==> images/congestion.png <==
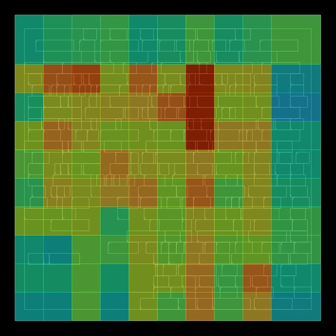
==> images/detail.png <==
Window x 46 to 66, y 9 to 29 um. Cells in grey, sequential cells in the stronger grey; small squares are vias.
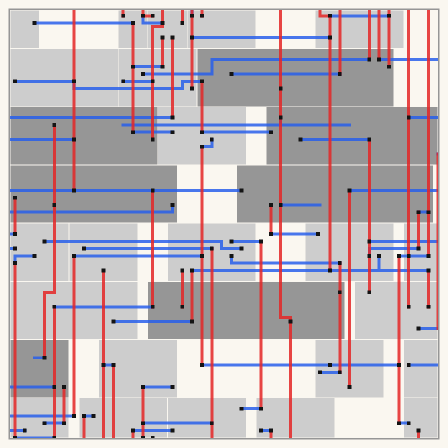
==> images/wires.png <==
Drawn at 4 px/um.
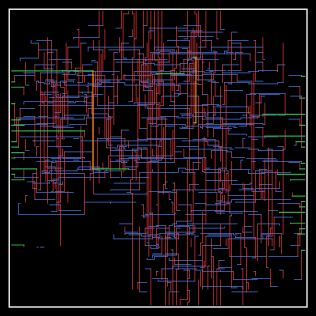
===== src/rtl/booth_mult_seq.sv =====
// Sequential radix-2 Booth multiplier driving an external eight_bit_adder, with valid/ready on both sides.
// Optional ZERO_BYPASS_EN: a zero operand skips the iteration and yields product 0 on the accept edge.
module booth_mult_seq #(
  parameter int WIDTH = 8,
  parameter int CNT_W = 4
) (
  input  logic                 clk,
  input  logic                 rst,
  input  logic                 in_valid,
  output logic                 in_ready,
  input  logic [WIDTH-1:0]     mcand,
  input  logic [WIDTH-1:0]     mplier,
  output logic                 out_valid,
  input  logic                 out_ready,
  output logic [2*WIDTH-1:0]   product,
  output logic [WIDTH-1:0]     add_a,
  output logic [WIDTH-1:0]     add_b,
  output logic                 add_op,
  input  logic [WIDTH-1:0]     add_sum,
  input  logic                 add_over
);

  typedef enum logic [1:0] {
    IDLE = 2'd0,
    RUN  = 2'd1,
    DONE = 2'd2
  } state_t;

  state_t               state_r;
  logic [WIDTH-1:0]     m_r;
  logic [WIDTH-1:0]     q_r;
  logic [WIDTH-1:0]     acc_r;
  logic                 q_1_r;
  logic [CNT_W-1:0]     cnt_r;
  logic [2*WIDTH-1:0]   product_r;
  logic                 out_valid_r;
  logic                 in_ready_r;

  logic [WIDTH-1:0]     acc_next_s;
  logic [WIDTH-1:0]     q_next_s;
  logic                 last_step_s;

  assign in_ready  = in_ready_r;
  assign out_valid = out_valid_r;
  assign product   = product_r;

  // Booth recoding of {Q[0], q_1} selects add, subtract or pass-through of M
  always_comb begin
    add_a = {WIDTH{1'b0}};
    add_b = {WIDTH{1'b0}};
    add_op = 1'b0;
    if (state_r == RUN) begin
      add_a = acc_r;
      case ({q_r[0], q_1_r})
        2'b10: begin
          add_b  = m_r;
          add_op = 1'b1;
        end
        2'b01: begin
          add_b  = m_r;
          add_op = 1'b0;
        end
        default: begin
          add_b  = {WIDTH{1'b0}};
          add_op = 1'b0;
        end
      endcase
    end else begin
      add_a  = {WIDTH{1'b0}};
      add_b  = {WIDTH{1'b0}};
      add_op = 1'b0;
    end
  end

  // Arithmetic shift right of {sum, Q}; sum^over restores the true sign when the adder overflowed
  always_comb begin
    acc_next_s  = {add_sum[WIDTH-1] ^ add_over, add_sum[WIDTH-1:1]};
    q_next_s    = {add_sum[0], q_r[WIDTH-1:1]};
    last_step_s = (cnt_r == CNT_W'(WIDTH - 1));
  end

  // Control FSM and datapath registers
  always_ff @(posedge clk or posedge rst) begin
    if (rst) begin
      state_r     <= IDLE;
      m_r         <= {WIDTH{1'b0}};
      q_r         <= {WIDTH{1'b0}};
      acc_r       <= {WIDTH{1'b0}};
      q_1_r       <= 1'b0;
      cnt_r       <= {CNT_W{1'b0}};
      product_r   <= {(2*WIDTH){1'b0}};
      out_valid_r <= 1'b0;
      in_ready_r  <= 1'b1;
    end else begin
      case (state_r)
        IDLE: begin
          if (in_valid && in_ready_r) begin
            m_r        <= mcand;
            q_r        <= mplier;
            acc_r      <= {WIDTH{1'b0}};
            q_1_r      <= 1'b0;
            cnt_r      <= {CNT_W{1'b0}};
            in_ready_r <= 1'b0;
`ifdef ZERO_BYPASS_EN
            if ((mcand == {WIDTH{1'b0}}) || (mplier == {WIDTH{1'b0}})) begin
              product_r   <= {(2*WIDTH){1'b0}};
              out_valid_r <= 1'b1;
              state_r     <= DONE;
            end else begin
              state_r <= RUN;
            end
`else
            state_r <= RUN;
`endif
          end else begin
            in_ready_r <= 1'b1;
          end
        end
        RUN: begin
          acc_r <= acc_next_s;
          q_r   <= q_next_s;
          q_1_r <= q_r[0];
          cnt_r <= cnt_r + {{(CNT_W-1){1'b0}}, 1'b1};
          if (last_step_s) begin
            product_r   <= {acc_next_s, q_next_s};
            out_valid_r <= 1'b1;
            state_r     <= DONE;
          end else begin
            state_r <= RUN;
          end
        end
        DONE: begin
          if (out_ready && out_valid_r) begin
            out_valid_r <= 1'b0;
            in_ready_r  <= 1'b1;
            state_r     <= IDLE;
          end else begin
            state_r <= DONE;
          end
        end
        default: begin
          state_r     <= IDLE;
          out_valid_r <= 1'b0;
          in_ready_r  <= 1'b1;
        end
      endcase
    end
  end

endmodule


===== config.mk =====
export PLATFORM = sky130hd
export DESIGN_NAME = booth_mult_seq
export DESIGN_NICKNAME = d
export VERILOG_FILES = /design/src/rtl/booth_mult_seq.sv
export SDC_FILE = /design/constraint.sdc
export NUM_CORES = 1
export LEC_CHECK = 0
export CORE_MARGIN = 2
export CORE_UTILIZATION = 45
export DETAILED_ROUTE_END_ITERATION = 6
export HOLD_SLACK_MARGIN = 0.06
export MAX_ROUTING_LAYER = met4
export PLACE_DENSITY = 0.88
export SETUP_SLACK_MARGIN = 0.5
export SYNTH_ARGS = -nofsm -noshare
export SYNTH_HDL_FRONTEND = slang
export SYNTH_SLANG_ARGS = --single-unit

===== constraint.sdc =====
create_clock -name clk -period 2.5 [get_ports clk]
set_input_delay 0.75 -clock clk [delete_from_list [all_inputs] [get_ports clk]]
set_output_delay 0.75 -clock clk [all_outputs]
set_load 0.02 [all_outputs]

==> run_results.csv <==
group,metric,value,unit
job,log.warning_count,28,
final_timing,slew_headroom,0.746,
yosys,largest_cells_by_area,"sky130_fd_sc_hd__dfrtp_1, sky130_fd_sc_hd__mux2_2, sky130_fd_sc_hd__mux2_4, sky130_fd_sc_hd__and2_1, sky130_fd_sc_hd__nand2_1",
layout,combGateArea,961,sq um
place,numPlacedInstances,309,
setup_path,path_cells,"ha_4 -> nor2_4 -> buf_6 -> and2_4 -> buf_6",
floorplanning,overall_die_height,74.1,um
detailed_routing,first_iter_violations,114,
setup_path,timing.setup.critical_path_class,"reg2out",
yosys,yosysCellCount,182,
final_timing,clock_skew_after_layout,0.00826,ns
yosys,synth-async-reset-ratio,1.00,
status,run_status,"finished clean",
final_timing,worstMarginPinSlew,0.380,ns
power_and_ir_drop,clock_power_share,0.351,
final_timing,final-max-slew-violation-count,0,
detailed_routing,ant_nets,0,
yosys,yosys.area.top_type_share,0.544,
setup_path,critPathSlowestCell,"sky130_fd_sc_hd__dfrtp_1",
clock_network,clock_insertion_delay_worst_skew,0.29,ns
global_route,overflow,0,
setup_path,critical_path.max_fanout,8,
floorplanning,dieArea,5480,sq um
clock_network,clk_transition_reported_paths,0.08,ns
yosys,synth_simple_gate_area_share,0.131,
layout,stdcell_count,324,
global_route,grt_pass1_vias,1556,
layout,antenna_cells,0,
floorplanning,io_pins,64,
layout,final_nets,288,
yosys,synth.distinct_cells,32,
min_path,holdCritPathClass,"reg2reg",
setup_path,cp-end-kind,"primary output",
final_timing,fin_crit_sh,0.881,
place,hpwlAfterDp,3.05,mm
job,maxCapViolCount,0,
detailed_routing,drt_pre_antenna_iters,4,
setup_path,crit_arrival,1.45,ns
layout,postLayoutCoreUtil,0.677,
layout,layout.area.seq,1230,sq um
power_and_ir_drop,combinationalPowerShare,0.052,
final_timing,grt_setup_unrepaired,"true",
clock_network,clock_path_buffers,2,
power_and_ir_drop,power.density,415,nW/um^2
setup_path,crit_path_max_incr_delay,0.43,ns
clock_network,cts.sink_count,49,
yosys,post_synth_mux_area_share,0.179,
Back to the opening pictures, congestion.png:
met1 demand-to-capacity share in global routing: 0.244
met2 track utilization from global routing: 0.299

Back to the opening pictures, detail.png:
colour	layer
red	metal 2
blue	metal 1
most frequent	mux2_2 (6), dfrtp_1 (5)
cells with their middle in the window	25
netlist names of flops here include	m_r (3)
sequential cells in the window	6

Back to the opening pictures, wires.png:
colour	layer	wire length
red	metal 2	2490 um
orange	metal 4	40.8 um
green	metal 3	141 um
blue	metal 1	2070 um
total routed wirelength: 4.74 mm
combined global-route utilization of all metal layers: 0.185
Avg WL per Cell: 14.6 um
count of vias placed by the detailed router: 1589

==> final timing paths <==
path	slack [ns]	cells after the start	end	start
max	0.30	5	add_b[4]	q_r[0]$_DFFE_PP0P_
min	0.51	1	out_valid$_DFFE_PP0P_	out_valid$_DFFE_PP0P_
max reg2reg	0.84	4	product[7]$_DFFE_PP0P_	state_r[1]$_DFFE_PP0P_
min reg2reg	0.51	1	out_valid$_DFFE_PP0P_	out_valid$_DFFE_PP0P_
max in group asynchronous	1.41	3	in_ready$_DFFE_PP1P_	rst
min in group asynchronous	0.81	3	acc_r[0]$_DFFE_PP0P_	rst
==> synthesized netlist by cell type (3+ instances only) <==
cell type                  instances
sky130_fd_sc_hd__and2_1           17
sky130_fd_sc_hd__dfrtp_1          48
sky130_fd_sc_hd__o21ai_1           8
sky130_fd_sc_hd__nand2_1          28
sky130_fd_sc_hd__mux2i_1           8
sky130_fd_sc_hd__mux2_4            9
sky130_fd_sc_hd__mux2_2           16
sky130_fd_sc_hd__clkbuf_1          3
sky130_fd_sc_hd__o21ai_0          14
==> kinds of logic (layout without fill, tap and decap cells) <==
logic type                 count (synthesis)  in the layout
DFF                                       49             49
buffers and inverters                     12             87
adders and majority gates                  2              2
muxes                                     33             33
and+or+nand+nor                           54             54
xor gates and xnor gates                   2              2
AOI/OAI and AO/OA                         30             30
==> flip-flops by register name, summed over array words and instances (netlist names) <==
name       flops
out_valid      1
in_ready       1
cnt_r          4
m_r            8
acc_r          8
state_r        2
product       16
q_1_r          1
q_r            8
==> layout make-up <==
| cell class | count | share of cell area |
|---|---|---|
| sequential | 49 | 0.384 |
| clock inverter | 1 | 0.00235 |
| tap | 67 | 0.0262 |
| timing repair buffer | 78 | 0.258 |
| multi-input combinational | 121 | 0.301 |
| inverter | 2 | 0.00235 |
| clock buffer | 6 | 0.0258 |
==> per-stage QoR <==
step	power [mW]	setup WS, ns	instance area [sq um]	hold slack, ns
final	1.33	0.298	3200	0.508
after global routing	1.38	0.239	3200	0.522
after CTS	1.34	0.268	3070	0.509
after detailed placement	0.877	0.0889	2940	0.487
after global placement	0.877	0.131	2940	0.481
after floorplan	0.822	0.579	2210	0.471
==> power groups by stage <==
stage / registers [mW] / clock network (mW) / logic (mW)
after floorplan: 0.808 / 0 / 0.0140
after global placement: 0.808 / 0 / 0.0694
after detailed placement: 0.808 / 0 / 0.0697
after CTS: 0.792 / 0.480 / 0.0705
after global routing: 0.792 / 0.511 / 0.0757
final: 0.792 / 0.465 / 0.0684
==> per-layer routing <==
layer	wire [um]	share of wire	vias to the layer above	GRT usage
li1	-	-	765	-
met1	2070	0.44	782	0.244
met2	2490	0.52	38	0.299
met3	140	0.030	4	0.0312
met4	40	0.0084	0	0.0485
met5	0	0	-	-
==> repair_timing <==
| action | 4_1_cts | 5_1_grt |
|---|---|---|
| endpoints found under the setup margin | 35 | 17 |
| gates cloned | 1 | 1 |
| pin swaps | 10 | 10 |
| setup buffers | 4 | 2 |
| gates resized | 116 | 27 |
Power figures rest on the tool's default switching activity, not on a simulated workload.
